run_1/congestion_map.png
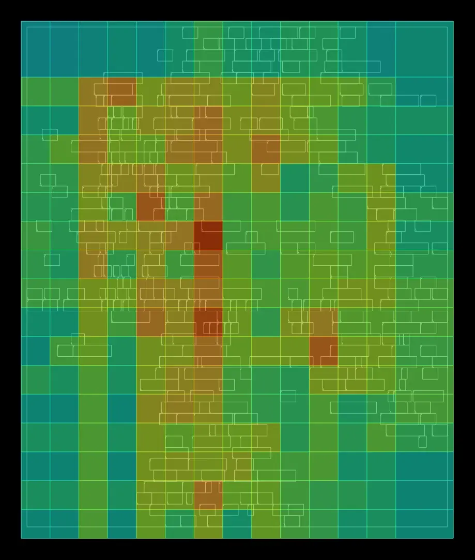
run_1/m2.png
Drawn at 3 px/um.
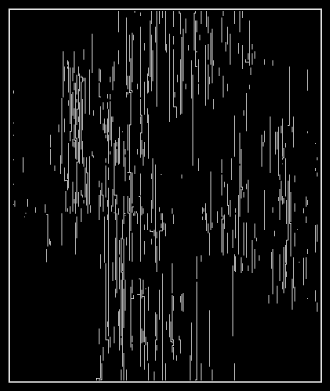
run_1/ff_map.png
Drawn at 3 px/um. Other sequential cells in the stronger grey, the rest of the logic in the fainter grey.
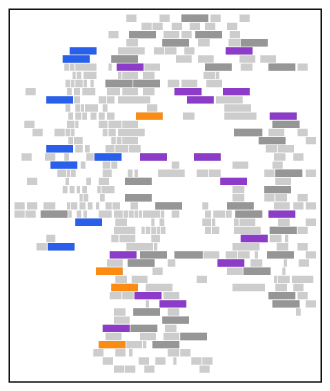
run_1/sizing.png
Drawn at 4 px/um.
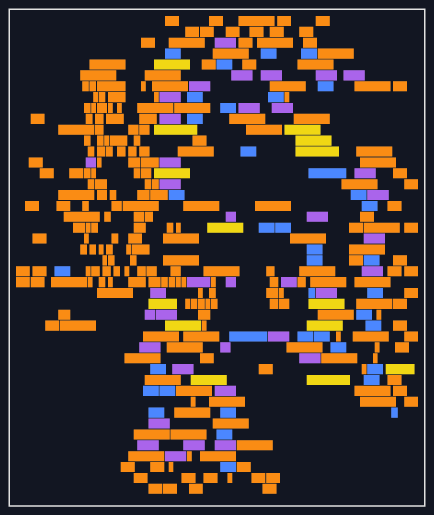
[src/rtl/ula_ctrl_pkg.sv]
// Shared encodings for the ULA control sequencer: opcodes, ALU op codes,
// FSM states and instruction field positions.
package ula_ctrl_pkg;

    localparam logic [3:0] OPC_ADD  = 4'h0;
    localparam logic [3:0] OPC_SUB  = 4'h1;
    localparam logic [3:0] OPC_NAND = 4'h2;
    localparam logic [3:0] OPC_MOV  = 4'h3;
    localparam logic [3:0] OPC_LDI  = 4'h4;
    localparam logic [3:0] OPC_BZ   = 4'h5;
    localparam logic [3:0] OPC_HLT  = 4'hF;

    // op_select codes, shared with the ALU
    localparam logic [1:0] ALU_ADD  = 2'd0;
    localparam logic [1:0] ALU_SUB  = 2'd1;
    localparam logic [1:0] ALU_NAND = 2'd2;
    localparam logic [1:0] ALU_PASS = 2'd3;

    localparam int OPC_MSB = 15;
    localparam int OPC_LSB = 12;
    localparam int RD_MSB  = 11;
    localparam int RD_LSB  = 8;
    localparam int RS_MSB  = 7;
    localparam int RS_LSB  = 4;
    localparam int RT_MSB  = 3;
    localparam int RT_LSB  = 0;
    localparam int IMM_MSB = 7;

    typedef enum logic [2:0] {
        ST_FETCH,
        ST_DECODE,
        ST_EXEC,
        ST_WB,
        ST_HALT
    } state_t;

    // Branch offset lives in the rd and rt nibbles so rs stays free for the test register.
    function automatic logic [7:0] bz_offset(input logic [15:0] instr);
        return {instr[RD_MSB:RD_LSB], instr[RT_MSB:RT_LSB]};
    endfunction

endpackage

[src/rtl/ula_ctrl_dec.sv]
// Combinational instruction decoder for the ULA control sequencer.
// Opcode 5 decodes as branch-on-zero only when ULA_CTRL_BZ_EN is defined.
module ula_ctrl_dec
    import ula_ctrl_pkg::*;
(
    input  logic [15:0] instr,
    output logic [1:0]  op_select,
    output logic        we,
    output logic        imm_sel,
    output logic        is_branch,
    output logic        is_halt,
    output logic        illegal,
    output logic [3:0]  rd,
    output logic [3:0]  rs,
    output logic [3:0]  rt,
    output logic [15:0] imm,
    output logic [7:0]  offset
);

    assign rd     = instr[RD_MSB:RD_LSB];
    assign rs     = instr[RS_MSB:RS_LSB];
    assign rt     = instr[RT_MSB:RT_LSB];
    assign imm    = {8'h00, instr[IMM_MSB:0]};
    assign offset = bz_offset(instr);

    always_comb begin
        op_select = ALU_PASS;
        we        = 1'b0;
        imm_sel   = 1'b0;
        is_branch = 1'b0;
        is_halt   = 1'b0;
        illegal   = 1'b0;
        case (instr[OPC_MSB:OPC_LSB])
            OPC_ADD: begin
                op_select = ALU_ADD;
                we        = 1'b1;
            end
            OPC_SUB: begin
                op_select = ALU_SUB;
                we        = 1'b1;
            end
            OPC_NAND: begin
                op_select = ALU_NAND;
                we        = 1'b1;
            end
            OPC_MOV: begin
                op_select = ALU_PASS;
                we        = 1'b1;
            end
            OPC_LDI: begin
                we        = 1'b1;
                imm_sel   = 1'b1;
            end
`ifdef ULA_CTRL_BZ_EN
            OPC_BZ: begin
                is_branch = 1'b1;
            end
`endif
            OPC_HLT: begin
                is_halt   = 1'b1;
            end
            default: begin
                illegal   = 1'b1;
            end
        endcase
    end

endmodule

[src/rtl/ula_ctrl.sv]
// Multi-cycle fetch/decode/execute/writeback sequencer driving the 16-bit ALU.
// Branch-on-zero (opcode 5) is built in only when ULA_CTRL_BZ_EN is defined.
//
// state     | meaning
// FETCH     | raise instr_req, wait for instr_ack, latch the instruction
// DECODE    | decoded fields on the outputs; HLT diverts to HALT
// EXEC      | ALU evaluates; alu_zero captured at the end of the cycle
// WB        | reg_we pulse, pc update, re-request next instruction
// HALT      | parked until reset
module ula_ctrl
    import ula_ctrl_pkg::*;
#(
    parameter int PC_W    = 8,
    parameter int INSTR_W = 16
) (
    input  logic               clk,
    input  logic               rst_n,
    output logic               instr_req,
    input  logic               instr_ack,
    input  logic [INSTR_W-1:0] instr_data,
    output logic [PC_W-1:0]    pc,
    output logic [1:0]         op_select,
    output logic [3:0]         rs_addr,
    output logic [3:0]         rt_addr,
    output logic [3:0]         rd_addr,
    output logic [15:0]        imm,
    output logic               imm_sel,
    output logic               reg_we,
    input  logic               alu_zero,
    output logic               halt
);

    state_t              state;
    logic [INSTR_W-1:0]  ir;
    logic                zero_q;
    logic [15:0]         dec_in;
    logic [1:0]          dec_op;
    logic                dec_we;
    logic                dec_imm_sel;
    logic                dec_branch;
    logic                dec_halt;
    logic                unused_illegal;
    logic [3:0]          dec_rd;
    logic [3:0]          dec_rs;
    logic [3:0]          dec_rt;
    logic [15:0]         dec_imm;
    logic [7:0]          dec_offset;
    logic signed [31:0]  off_sext;
    logic [PC_W-1:0]     pc_inc;
    logic [PC_W-1:0]     pc_tgt;

    // One decoder: it sees the incoming word during FETCH so the fields can be
    // registered on the ack edge, and the latched word in every later state.
    assign dec_in = (state == ST_FETCH) ? 16'(instr_data) : 16'(ir);

    ula_ctrl_dec u_dec (
        .instr     (dec_in),
        .op_select (dec_op),
        .we        (dec_we),
        .imm_sel   (dec_imm_sel),
        .is_branch (dec_branch),
        .is_halt   (dec_halt),
        .illegal   (unused_illegal),
        .rd        (dec_rd),
        .rs        (dec_rs),
        .rt        (dec_rt),
        .imm       (dec_imm),
        .offset    (dec_offset)
    );

    assign off_sext = 32'(signed'(dec_offset));
    assign pc_inc   = pc + PC_W'(1);
    assign pc_tgt   = PC_W'(32'(pc) + off_sext);

    always_ff @(posedge clk or negedge rst_n) begin
        if (!rst_n) begin
            state     <= ST_FETCH;
            pc        <= '0;
            ir        <= '0;
            zero_q    <= 1'b0;
            instr_req <= 1'b0;
            reg_we    <= 1'b0;
            imm_sel   <= 1'b0;
            op_select <= ALU_PASS;
            rs_addr   <= '0;
            rt_addr   <= '0;
            rd_addr   <= '0;
            imm       <= '0;
            halt      <= 1'b0;
        end else begin
            reg_we  <= 1'b0;
            imm_sel <= 1'b0;
            case (state)
                ST_FETCH: begin
                    if (!instr_req) begin
                        instr_req <= 1'b1;
                    end else if (instr_ack) begin
                        instr_req <= 1'b0;
                        ir        <= instr_data;
                        op_select <= dec_op;
                        rd_addr   <= dec_rd;
                        rs_addr   <= dec_rs;
                        rt_addr   <= dec_rt;
                        imm       <= dec_imm;
                        state     <= ST_DECODE;
                    end
                end
                ST_DECODE: begin
                    if (dec_halt) begin
                        halt  <= 1'b1;
                        state <= ST_HALT;
                    end else begin
                        state <= ST_EXEC;
                    end
                end
                ST_EXEC: begin
                    zero_q  <= alu_zero;
                    reg_we  <= dec_we;
                    imm_sel <= dec_imm_sel;
                    state   <= ST_WB;
                end
                ST_WB: begin
                    pc        <= (dec_branch && zero_q) ? pc_tgt : pc_inc;
                    instr_req <= 1'b1;
                    state     <= ST_FETCH;
                end
                ST_HALT: begin
                    state <= ST_HALT;
                end
                default: begin
                    state <= ST_FETCH;
                end
            endcase
        end
    end

endmodule

[config.mk]
export PLATFORM = sky130hd
export DESIGN_NAME = ula_ctrl
export DESIGN_NICKNAME = d
export VERILOG_FILES = /design/src/rtl/ula_ctrl_pkg.sv /design/src/rtl/ula_ctrl_dec.sv /design/src/rtl/ula_ctrl.sv
export SDC_FILE = /design/constraint.sdc
export NUM_CORES = 1
export LEC_CHECK = 0
export CORE_ASPECT_RATIO = 1.2
export CORE_UTILIZATION = 28
export DETAILED_ROUTE_END_ITERATION = 8
export SLEW_MARGIN = 20
export SYNTH_ARGS = -nofsm -noshare
export SYNTH_HDL_FRONTEND = slang
export SYNTH_HIERARCHICAL = 1
export SYNTH_SLANG_ARGS = --single-unit
[constraint.sdc]
create_clock -name clk -period 2.7 [get_ports clk]
set_clock_uncertainty 0.1 [all_clocks]
set_input_delay 0.81 -clock clk [delete_from_list [all_inputs] [get_ports clk]]
set_output_delay 0.81 -clock clk [all_outputs]
set_load 0.005 [all_outputs]
==> run_results.csv, run 1 <==
group,metric,value,unit
cts,cts_tree,"built",
cts,cts_made_buffers,9,
critical_path,cp.depth,1,
cts,path_clk_slew,60,ps
floorplanning,chip_area,12810,sq um
critical_path,rr_worst_depth,4,
route,wl_met2,3253,um
job,max_cap_violations,0,
floorplanning,initial_core_util,0.2870,
pwr,power.share.switching,0.3125,
route,wirelength_met1,3117,um
grt,first_global_vias,2177,
route,antenna_left,0,
critical_path,critPathTopFamily,"flip-flops",
pwr,power.total,5847,uW
timing,finalClockPeriodUsage,0.8421,
place,dp_hpwl,4767,um
timing,setup_viol,0,
logic_synthesis,ys_warn_count,6,
route,drc,0,
final_layout,inv_count,7,
critical_path,cp_data_arrival_time,1360,ps
cts,holdBufCountCts,0,
critical_path,crit_path_max_fanout,2,
grt,use_met1,0.1521,
route,drt_iter0_drc,115,
logic_synthesis,syn-cell-area,3461,sq um
critical_path,crit_slowest_cell,"dfstp_2",
final_layout,lay_top_cells,"dfrtp_1 (60), clkdlybuf4s50_1 (60), mux2_2 (34), mux2_4 (29), a21oi_1 (14)",
worst_hold_path,hold_path.class,"input pin to async pin",
critical_path,required,1790,ps
floorplanning,die_h,123.8,um
final_layout,final_cells,485,
pwr,p_clk_frac,0.221,
final_layout,buf_share,0.1586,
floorplanning,fp-row-count,44,
timing,relSlewSlack,0.6547,
pwr,combinationalPowerShare,0.486,
final_layout,largest_registers,"imm (16), ir (16), pc (8)",
timing,rsz0062_at_grt,"false",
pwr,internal-power,4019,uW
status,status,"complete, no violations",
critical_path,reg2reg_setup_slack,450,ps
route,routed.top_layer,"met4",
grt,grt_max_degree,49,
route,dr_wl_met3,257,um
final_layout,final_util,0.3573,
final_layout,comb_cells,171,
pwr,power.group.top,"combinational cells",
critical_path,cpPeakStageDelay,530,ps
critical_path,crit_buf_inv,1,
grt,track_usage,0.1173,
pwr,p_sw,1827,uW
job,tool_warnings,26,
place,dpl_cell_area,3976,sq um
final_layout,mi_logic_area,1511,sq um
final_layout,insertedDiodeCount,0,
floorplanning,nWellTaps,161,
timing,fmax,439.8,MHz
grt,gr-total-overflow,0,
critical_path,crit_chain,"clkdlybuf4s50_1",
cts,clock_sinks,62,
cts,cts_max_path_buffers,2,
logic_synthesis,synthCells,281,
cts,clockRootBuffer,"clkbuf_16",
final_layout,layout-drive-gt1-share,0.2747,
logic_synthesis,avgSynthCellArea,12.32,sq um
critical_path,setup.worst_path.end,"op_select[1]",
timing,whs,297.6,ps
pwr,p_clk,1290,uW
pwr,comb_cell_power,2840,uW
final_layout,final_nets,348,
timing,period_needed,2274,ps
final_layout,seq_cells,62,
pwr,ir_drop,0.3461,mV
Notes on congestion_map.png above:
GR peak layer: met2
average routed wire per standard cell: 13.91 um

Notes on m2.png above:
The layer holds 48% of the routed length. 312 nets have wire on it. The layer carries 3250 um of wire. The longest straight run is 49.3 um.
via count: 2102
final wirelength: 6745 um
met2 Track Usage GR: 0.1817

Notes on ff_map.png above:
Blue shows pc, flops 8. Orange shows rd_addr, flops 4. Purple shows ir, flops 16.
sequential power: 1720 uW
register area: 1554 sq um

Notes on sizing.png above:
Orange shows x1 and smaller, cells 235, share 73%. Yellow shows x6 and larger, cells 14, share 4.3%, most used clkbuf_16. Blue shows x2, cells 38, share 12%, most used mux2_2. Purple shows x3 and x4, cells 37, share 11%, most used mux2_4.
final worst slack: 426.4 ps
Final Instance Area: 4308 sq um
Area Growth Syn to Fin: 24.48%
Signal buffers: 68

==> run 1 -> run 2 <==
==> constraint.sdc (replaced) <==
create_clock -name clk -period 2.3 [get_ports clk]
set_clock_uncertainty 0.1 [all_clocks]
set_input_delay 0.69 -clock clk [delete_from_list [all_inputs] [get_ports clk]]
set_output_delay 0.69 -clock clk [all_outputs]
set_load 0.005 [all_outputs]
==> run 2 against run 1 <==
Effect of this change: global-route usage decreased by 0.28 points; sequential power increased by 17%; via count increased by 1.9%; flip-flop count unchanged; die area unchanged; power increased by 13%; hold slack got worse by 120 ps; critical path depth unchanged; synthesized cell count unchanged; register-to-register slack got worse by 170 ps; critical endpoint unchanged; largest power group unchanged.
==> run_results.csv, run 2 <==
group,metric,value,unit
status,status,"complete, no violations",
final_layout,insertedDiodeCount,0,
place,dp_hpwl,4879,um
critical_path,rr_worst_depth,4,
route,dr_total_vias,2142,
route,wl_met2,3182,um
grt,grt.busiest_layer,"met2",
timing,period_needed,2166,ps
logic_synthesis,synthCells,281,
timing,fin_ws,134.1,ps
final_layout,layout-drive-gt1-share,0.2796,
grt,use_met2,0.1800,
route,drc,0,
final_layout,final_cells,490,
critical_path,reg2reg_setup_slack,280,ps
final_layout,final-seq-area,1554,sq um
floorplanning,initial_core_util,0.2870,
final_layout,buf_share,0.1737,
route,drt-total-wl,6678,um
floorplanning,die_h,123.8,um
logic_synthesis,avgSynthCellArea,12.32,sq um
route,antenna_left,0,
pwr,power.total,6587,uW
pwr,combinationalPowerShare,0.517,
logic_synthesis,ys_warn_count,6,
timing,setup_viol,0,
cts,cts_tree,"built",
grt,gr-total-overflow,0,
pwr,p_clk,1170,uW
grt,use_met1,0.1439,
cts,cts_max_path_buffers,2,
cts,clock_sinks,62,
final_layout,lay_top_cells,"dfrtp_1 (60), clkdlybuf4s50_1 (60), mux2_2 (34), mux2_4 (29), a21oi_1 (14)",
critical_path,cp_data_arrival_time,1380,ps
cts,clockRootBuffer,"clkbuf_16",
final_layout,area_delta_synth_final,24.04,%
critical_path,required,1510,ps
pwr,comb_cell_power,3400,uW
pwr,power.group.top,"combinational cells",
worst_hold_path,hold_path.class,"input pin to async pin",
pwr,p_clk_frac,0.178,
cts,holdBufCountCts,0,
run_2/ff_map.png
Drawn at 3 px/um. Other sequential cells in the stronger grey, the rest of the logic in the fainter grey.
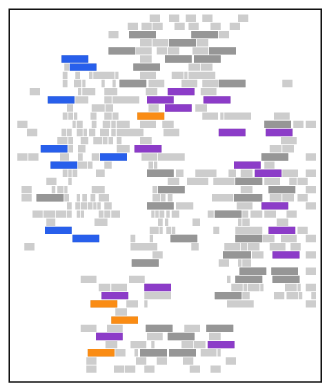
Orange shows rd_addr, flops 4. Purple shows ir, flops 16. Blue shows pc, flops 8.
Another 34 sequential cells are not coloured.

run_2/closeup.png
Region (39, 49) to (64, 74) um. Cells in grey, sequential cells in the stronger grey; small squares are vias.
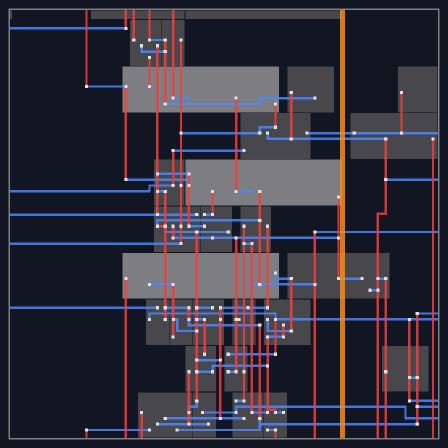
Orange shows M4. Blue shows M1. Red shows M2.
Most frequent: nor2_1 (4). 25 logic cells have their middle in the window. Netlist names of flops here include state (2), instr_req (1). Sequential cells in the window: 3.

run_2/m2.png
Drawn at 3 px/um.
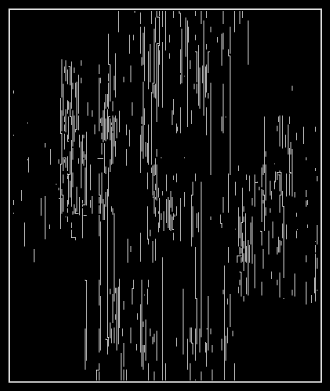
The wires run mostly vertical. The layer holds 48% of the routed length. The longest straight run is 51.7 um. The layer carries 3180 um of wire.

==> run 2 -> run 3 <==
--- a/config.mk
+++ b/config.mk
@@ -8,8 +8,8 @@
 export CORE_ASPECT_RATIO = 1.2
 export CORE_UTILIZATION = 28
 export DETAILED_ROUTE_END_ITERATION = 8
-export SLEW_MARGIN = 20
 export SYNTH_ARGS = -nofsm -noshare
 export SYNTH_HDL_FRONTEND = slang
 export SYNTH_HIERARCHICAL = 1
 export SYNTH_SLANG_ARGS = --single-unit
+export TNS_END_PERCENT = 30
==> run 3 against run 2 <==
Effect of this change: critical path depth did not move; final area did not move; sequential share of layout area did not move; first-iteration DRC count did not move; cell count did not move; non-clock buffer count did not move; maximum frequency did not move; via count did not move; core utilization did not move.
==> run_results.csv, run 3 <==
group,metric,value,unit
timing,fmax,461.7,MHz
floorplanning,die_h,123.8,um
status,status,"complete, no violations",
route,dr_wl_met3,289,um
pwr,p_clk_frac,0.178,
timing,finalClockPeriodUsage,0.9417,
final_layout,area_delta_synth_final,24.04,%
pwr,combinationalPowerShare,0.517,
route,drt-total-wl,6678,um
pwr,power.group.top,"combinational cells",
floorplanning,fp-row-count,44,
logic_synthesis,syn-cell-area,3461,sq um
final_layout,inv_count,7,
timing,setup_viol,0,
grt,use_met1,0.1439,
pwr,power.total,6587,uW
route,dr_total_vias,2142,
grt,grt_max_degree,23,
floorplanning,nWellTaps,161,
critical_path,crit_chain,"clkdlybuf4s50_1",
cts,clock_sinks,62,
cts,cts_tree,"built",
job,tool_warnings,26,
cts,path_clk_slew,50,ps
final_layout,seq_cells,62,
grt,first_global_vias,2167,
timing,period_needed,2166,ps
final_layout,lay_top_cells,"dfrtp_1 (60), clkdlybuf4s50_1 (60), mux2_2 (34), mux2_4 (29), a21oi_1 (14)",
final_layout,final_nets,353,
floorplanning,initial_core_util,0.2870,
place,dpl_cell_area,4039,sq um
critical_path,rr_worst_depth,4,
route,antenna_left,0,
pwr,p_clk,1170,uW
route,wl_met2,3182,um
critical_path,cp.depth,1,
run_3/sizing.png
Drawn at 4 px/um.
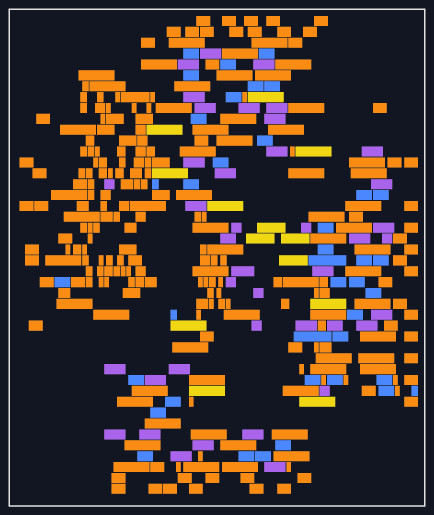
Orange shows x1 and smaller, cells 237, share 72%. Purple shows x3 and x4, cells 40, share 12%, most used mux2_4. Blue shows x2, cells 39, share 12%, most used mux2_2. Yellow shows x6 and larger, cells 13, share 4.0%, most used clkbuf_16.
final worst slack: 134.1 ps
Final Instance Area: 4293 sq um
Signal buffers: 73

run_3/closeup.png
Region (39, 49) to (64, 74) um. Cells in grey, sequential cells in the stronger grey; small squares are vias.
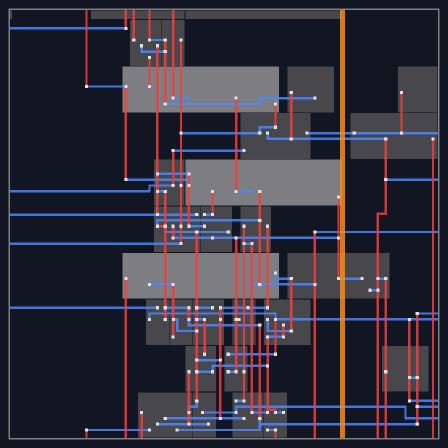
Blue shows M1. Red shows M2. Orange shows M4.
Netlist names of flops here include state (2), instr_req (1). Sequential cells in the window: 3. 25 logic cells have their middle in the window. Most frequent: nor2_1 (4).

run_3/ff_map.png
Drawn at 3 px/um. Other sequential cells in the stronger grey, the rest of the logic in the fainter grey.
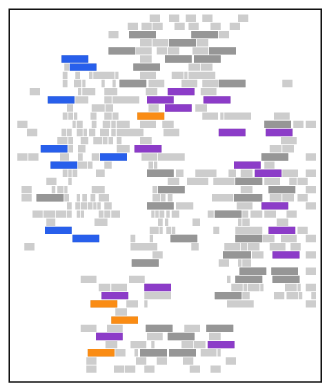
Purple shows ir, flops 16. Blue shows pc, flops 8. Orange shows rd_addr, flops 4.
Another 34 sequential cells are not coloured.
fraction of area in registers: 0.3620
sequential power: 2010 uW
Final Core Density: 0.3561

Power is estimated from default activity; no workload was simulated.
